**config.mk**
```make
export PLATFORM = sky130hd
export DESIGN_NAME = tblink_rpc_cmd_engine
export DESIGN_NICKNAME = d
export VERILOG_FILES = /design/src/rtl/tblink_rpc_cmd_engine.sv
export SDC_FILE = /design/constraint.sdc
export NUM_CORES = 1
export LEC_CHECK = 0
export CORE_ASPECT_RATIO = 1.75
export CORE_UTILIZATION = 35
export DETAILED_ROUTE_END_ITERATION = 12
export SLEW_MARGIN = 20
export SYNTH_ARGS = -nofsm -noshare
export SYNTH_HDL_FRONTEND = slang
export SYNTH_SLANG_ARGS = --single-unit
```
**constraint.sdc**
```tcl
create_clock -name clock -period 2.7 [get_ports clock]
set_clock_uncertainty 0.15 [all_clocks]
set_input_delay 0.54 -clock clock [delete_from_list [all_inputs] [get_ports clock]]
set_output_delay 0.54 -clock clock [all_outputs]
set_load 0.01 [all_outputs]
```
**src/rtl/tblink_rpc_cmd_engine.sv**
```systemverilog
// tblink RPC command engine.
// Accepts byte commands on a ready/valid target port and answers on a ready/valid
// initiator port. It can drive a gated core clock and a core reset pulse. It can
// snapshot the design outputs (dat_i) and load the design inputs (dat_o).
module tblink_rpc_cmd_engine #(
    parameter int N_IN_BYTES  = 1,
    parameter int N_OUT_BYTES = 1,
    parameter int CNT_BYTES   = 2
) (
    input  logic                     clock,
    input  logic                     reset,
    input  logic [7:0]               t_dat,
    input  logic                     t_valid,
    output logic                     t_ready,
    output logic [7:0]               i_dat,
    output logic                     i_valid,
    input  logic                     i_ready,
    input  logic [8*N_IN_BYTES-1:0]  dat_i,
    output logic [8*N_OUT_BYTES-1:0] dat_o,
    output logic                     cclock,
    output logic                     creset,
    output logic                     busy
);

    localparam int IW = 8 * N_IN_BYTES;
    localparam int OW = 8 * N_OUT_BYTES;
    localparam int CW = 8 * CNT_BYTES;

    // Index of the last response byte of a READ (status byte is index 0).
    localparam logic [4:0] IN_LAST   = 5'(N_IN_BYTES);
    // Index of the last argument byte in each ARGS flavour.
    localparam logic [4:0] OUT_LAST  = 5'(N_OUT_BYTES - 1);
    localparam logic [4:0] CNT_LAST  = 5'(CNT_BYTES - 1);
    localparam logic [CW-1:0] CNT_ONE = CW'(1);

    localparam logic [1:0] OP_READ  = 2'b00;
    localparam logic [1:0] OP_ADV   = 2'b01;
    localparam logic [1:0] OP_WRITE = 2'b10;
    localparam logic [1:0] OP_CRST  = 2'b11;

    localparam logic [7:0] RSP_READ  = 8'h00;
    localparam logic [7:0] RSP_ADV   = 8'h01;
    localparam logic [7:0] RSP_WRITE = 8'h02;
    localparam logic [7:0] RSP_CRST  = 8'h03;

    typedef enum logic [2:0] {
        ST_IDLE = 3'd0,
        ST_ARGS = 3'd1,
        ST_ADV  = 3'd2,
        ST_CRST = 3'd3,
        ST_RSP  = 3'd4
    } state_t;

    // Registered state and outputs.
    state_t          state_q,    state_d;
    logic            write_q,    write_d;     // ARGS collects WRITE data (1) or a count (0)
    logic [4:0]      arg_idx_q,  arg_idx_d;
    logic [OW-1:0]   stage_q,    stage_d;
    logic [OW-1:0]   dat_o_q,    dat_o_d;
    logic [CW-1:0]   cnt_q,      cnt_d;       // advance count, or remaining creset cycles
    logic            cclock_q,   cclock_d;
    logic            creset_q,   creset_d;
    logic [IW-1:0]   snap_q,     snap_d;
    logic [7:0]      rsp_code_q, rsp_code_d;
    logic [4:0]      rsp_idx_q,  rsp_idx_d;
    logic [4:0]      rsp_last_q, rsp_last_d;
    logic [7:0]      i_dat_q,    i_dat_d;
    logic            i_valid_q,  i_valid_d;
    logic            t_ready_q,  t_ready_d;
    logic            busy_q,     busy_d;

    logic            t_xfer_s;
    logic            rsp_xfer_s;
    logic [1:0]      op_s;
    logic [5:0]      arg_s;

    assign t_xfer_s   = t_valid && t_ready_q;
    assign rsp_xfer_s = i_valid_q && i_ready;
    assign op_s       = t_dat[1:0];
    assign arg_s      = t_dat[7:2];

    // Response byte at a given index: status code first, then snapshot bytes LSB first.
    function automatic logic [7:0] rsp_byte(input logic [7:0]    code,
                                            input logic [IW-1:0] snap,
                                            input logic [4:0]    idx);
        logic [7:0] b;
        b = code;
        for (int j = 0; j < N_IN_BYTES; j++) begin
            if (idx == 5'(j + 1)) begin
                b = snap[8*j +: 8];
            end else begin
                b = b;
            end
        end
        return b;
    endfunction

    // Next-state and next-output computation for the command FSM.
    always_comb begin
        state_d    = state_q;
        write_d    = write_q;
        arg_idx_d  = arg_idx_q;
        stage_d    = stage_q;
        dat_o_d    = dat_o_q;
        cnt_d      = cnt_q;
        cclock_d   = cclock_q;
        creset_d   = creset_q;
        snap_d     = snap_q;
        rsp_code_d = rsp_code_q;
        rsp_idx_d  = rsp_idx_q;
        rsp_last_d = rsp_last_q;

        case (state_q)
            ST_IDLE: begin
                cclock_d = 1'b0;
                creset_d = 1'b0;
                if (t_xfer_s) begin
                    case (op_s)
                        OP_READ: begin
                            snap_d     = dat_i;
                            rsp_code_d = RSP_READ;
                            rsp_idx_d  = 5'd0;
                            rsp_last_d = IN_LAST;
                            state_d    = ST_RSP;
                        end
                        OP_ADV: begin
                            if (arg_s != 6'd0) begin
                                cnt_d   = CW'(arg_s);
                                state_d = ST_ADV;
                            end else begin
                                // Extended count follows as CNT_BYTES argument bytes.
                                cnt_d     = '0;
                                arg_idx_d = 5'd0;
                                write_d   = 1'b0;
                                state_d   = ST_ARGS;
                            end
                        end
                        OP_WRITE: begin
                            stage_d   = '0;
                            arg_idx_d = 5'd0;
                            write_d   = 1'b1;
                            state_d   = ST_ARGS;
                        end
                        OP_CRST: begin
                            // cnt holds the remaining high cycles after the first.
                            cnt_d    = CW'(arg_s);
                            creset_d = 1'b1;
                            state_d  = ST_CRST;
                        end
                        default: begin
                            state_d = ST_IDLE;
                        end
                    endcase
                end else begin
                    state_d = ST_IDLE;
                end
            end

            ST_ARGS: begin
                cclock_d = 1'b0;
                creset_d = 1'b0;
                if (t_xfer_s) begin
                    if (write_q) begin
                        for (int j = 0; j < N_OUT_BYTES; j++) begin
                            if (arg_idx_q == 5'(j)) begin
                                stage_d[8*j +: 8] = t_dat;
                            end else begin
                                stage_d[8*j +: 8] = stage_d[8*j +: 8];
                            end
                        end
                        if (arg_idx_q == OUT_LAST) begin
                            // All bytes present: update the design inputs in one step.
                            dat_o_d    = stage_d;
                            rsp_code_d = RSP_WRITE;
                            rsp_idx_d  = 5'd0;
                            rsp_last_d = 5'd0;
                            state_d    = ST_RSP;
                        end else begin
                            arg_idx_d = arg_idx_q + 5'd1;
                        end
                    end else begin
                        for (int j = 0; j < CNT_BYTES; j++) begin
                            if (arg_idx_q == 5'(j)) begin
                                cnt_d[8*j +: 8] = t_dat;
                            end else begin
                                cnt_d[8*j +: 8] = cnt_d[8*j +: 8];
                            end
                        end
                        if (arg_idx_q == CNT_LAST) begin
                            if (cnt_d == '0) begin
                                // Zero-length advance: answer at once, no core clock.
                                rsp_code_d = RSP_ADV;
                                rsp_idx_d  = 5'd0;
                                rsp_last_d = 5'd0;
                                state_d    = ST_RSP;
                            end else begin
                                state_d = ST_ADV;
                            end
                        end else begin
                            arg_idx_d = arg_idx_q + 5'd1;
                        end
                    end
                end else begin
                    state_d = ST_ARGS;
                end
            end

            ST_ADV: begin
                creset_d = 1'b0;
                cclock_d = ~cclock_q;
                if (cclock_q) begin
                    // Falling toggle completes one core cycle.
                    cnt_d = cnt_q - CNT_ONE;
                    if (cnt_q == CNT_ONE) begin
                        rsp_code_d = RSP_ADV;
                        rsp_idx_d  = 5'd0;
                        rsp_last_d = 5'd0;
                        state_d    = ST_RSP;
                    end else begin
                        state_d = ST_ADV;
                    end
                end else begin
                    cnt_d = cnt_q;
                end
            end

            ST_CRST: begin
                cclock_d = 1'b0;
                if (cnt_q == '0) begin
                    creset_d   = 1'b0;
                    rsp_code_d = RSP_CRST;
                    rsp_idx_d  = 5'd0;
                    rsp_last_d = 5'd0;
                    state_d    = ST_RSP;
                end else begin
                    creset_d = 1'b1;
                    cnt_d    = cnt_q - CNT_ONE;
                end
            end

            ST_RSP: begin
                cclock_d = 1'b0;
                creset_d = 1'b0;
                if (rsp_xfer_s) begin
                    if (rsp_idx_q == rsp_last_q) begin
                        state_d = ST_IDLE;
                    end else begin
                        rsp_idx_d = rsp_idx_q + 5'd1;
                    end
                end else begin
                    rsp_idx_d = rsp_idx_q;
                end
            end

            default: begin
                cclock_d = 1'b0;
                creset_d = 1'b0;
                state_d  = ST_IDLE;
            end
        endcase

        t_ready_d = (state_d == ST_IDLE) || (state_d == ST_ARGS);
        i_valid_d = (state_d == ST_RSP);
        busy_d    = (state_d != ST_IDLE);
        if (state_d == ST_RSP) begin
            i_dat_d = rsp_byte(rsp_code_d, snap_d, rsp_idx_d);
        end else begin
            i_dat_d = 8'h00;
        end
    end

    // State and output registers; reset aborts any operation immediately.
    always_ff @(posedge clock or posedge reset) begin
        if (reset) begin
            state_q    <= ST_IDLE;
            write_q    <= 1'b0;
            arg_idx_q  <= 5'd0;
            stage_q    <= '0;
            dat_o_q    <= '0;
            cnt_q      <= '0;
            cclock_q   <= 1'b0;
            creset_q   <= 1'b0;
            snap_q     <= '0;
            rsp_code_q <= 8'h00;
            rsp_idx_q  <= 5'd0;
            rsp_last_q <= 5'd0;
            i_dat_q    <= 8'h00;
            i_valid_q  <= 1'b0;
            t_ready_q  <= 1'b1;
            busy_q     <= 1'b0;
        end else begin
            state_q    <= state_d;
            write_q    <= write_d;
            arg_idx_q  <= arg_idx_d;
            stage_q    <= stage_d;
            dat_o_q    <= dat_o_d;
            cnt_q      <= cnt_d;
            cclock_q   <= cclock_d;
            creset_q   <= creset_d;
            snap_q     <= snap_d;
            rsp_code_q <= rsp_code_d;
            rsp_idx_q  <= rsp_idx_d;
            rsp_last_q <= rsp_last_d;
            i_dat_q    <= i_dat_d;
            i_valid_q  <= i_valid_d;
            t_ready_q  <= t_ready_d;
            busy_q     <= busy_d;
        end
    end

    assign t_ready = t_ready_q;
    assign i_dat   = i_dat_q;
    assign i_valid = i_valid_q;
    assign dat_o   = dat_o_q;
    assign cclock  = cclock_q;
    assign creset  = creset_q;
    assign busy    = busy_q;

endmodule

```
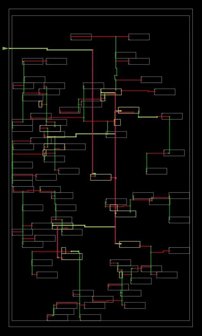
Fig. 1. The clock network.
Clock Latency Late Sink: 0.33 ns
CTS buffer count: 9
TritonCTS Sinks: 68
seq_cells: 68

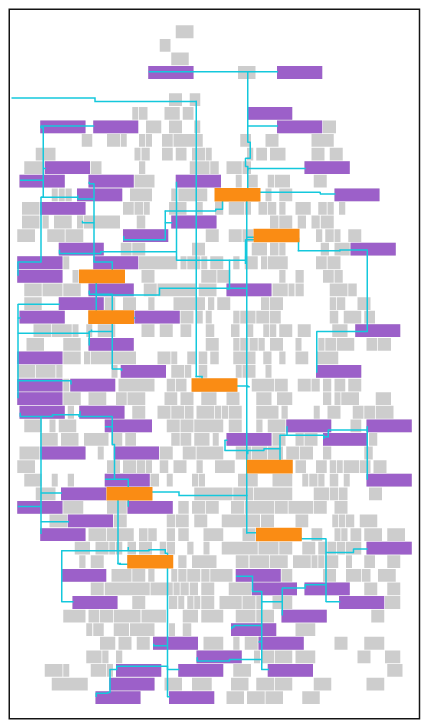
Fig. 2. Clock distribution.
Key: purple = flip-flops [count 68]; orange = clock drivers [count 9]; cyan = clock wires [length 1010 um]
Position of the flops: widely spread. There are 10 routed clock nets.

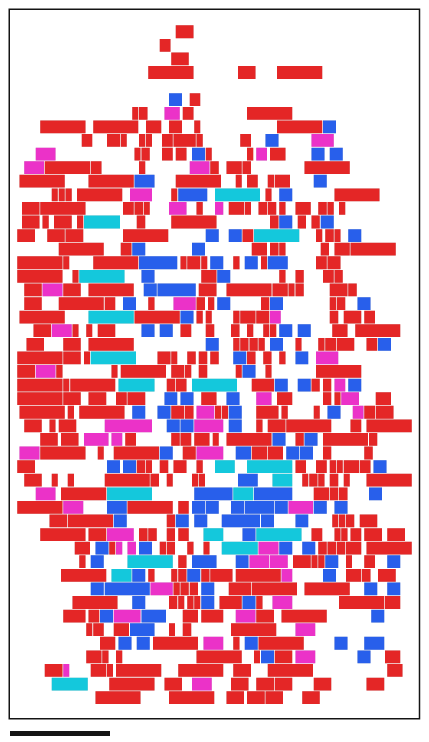
Fig. 3. Cell sizes after repair.
Bar = 20 um.
Key: magenta = _2 cells [cells 45]; cyan = _6 and larger [cells 19]; red = _0 and _1 cells [cells 381]; blue = _3 and _4 cells [cells 112]

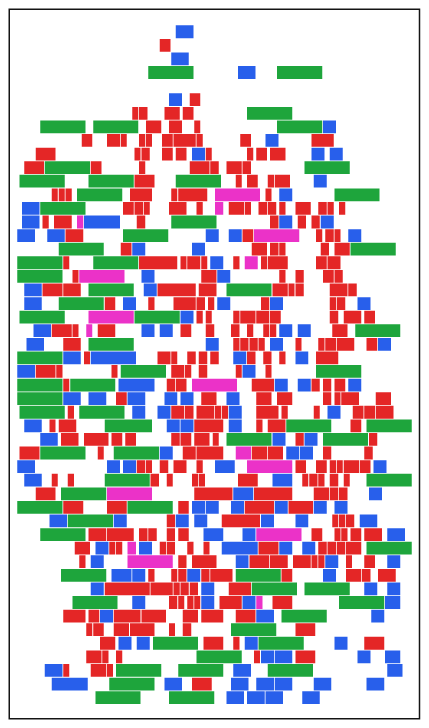
Fig. 4. Cells colored by class.
Key: blue = remaining buffers and delay cells [cells 144, share of their area 23%]; magenta = clock drivers and dummy loads [cells 16, share of their area 4.8%]; green = sequential cells [cells 68, share of their area 31%]; red = combinational and other logic [cells 329, share of their area 41%]

==> results.cfg <==
; flow metrics
[worst_setup_path]
arrival_ns = 3.19
reg2reg_from = arg_idx_q[0]$_DFFE_PP0P_
path_buffers = 3
reg2reg_slack_ns = -0.43
critPathRequiredTime_ns = 2.76
worst-path-stages = 11

[synth]
edf_count = 0
simple_gate_share_pct = 21.8
netlist_instances = 418

[clock_tree]
post_cts_buffers = 18
tritoncts = built

[cells_and_area]
combGateArea_sq_um = 2210
regMostFlops = cnt_q
largest_register_ff_count = 16
clk_share_pct = 4.66
fin_util_pct = 52.5
nClkBuffers = 12
seqAreaFraction_pct = 30.2
lay_top_cells = buf_4, dfrtp_1, nand2_1
buf_share_pct = 22.4

[outcome]
status = complete, but fails checks
violations = setup timing

[final_timing]
setup_viol = 15
rsz0062_at_grt = yes
hold_viol = 0
finalClockPeriodUsage_pct = 116
worst_slew_pin_slew_ns = 0.501
finalWorstSetupSlack_ns = -0.432
min_period_ns = 3.13

[global_route]
gr-usage-all-layers_pct = 22.8
grt_use_met1_pct = 24.3
grt_overflow = 0

[die]
chipArea_sq_um = 11600

[power_and_ir_drop]
pg_comb_mw = 3.31
power_frac_seq_pct = 26.1
clock_power_mw = 1.06
p_per_area_nw_per_um2 = 1050
clkPwrFrac_pct = 17.9
pg_seq_mw = 1.55
intPower_mw = 3.60

[routing]
detail-route-antenna-nets = 0
drt_wl_total_um = 12200
maxUsedRoutingLayer = met4
drtPass1Iterations = 5

[place]
dpl_cell_area_sq_um = 5080

[hold_path]
whs_endpoint = snap_q[6]$_DFF_PP0_
hold_depth = 1
hold_path.startpoint = snap_q[6]$_DFF_PP0_

[run]
max-cap-violations = 0
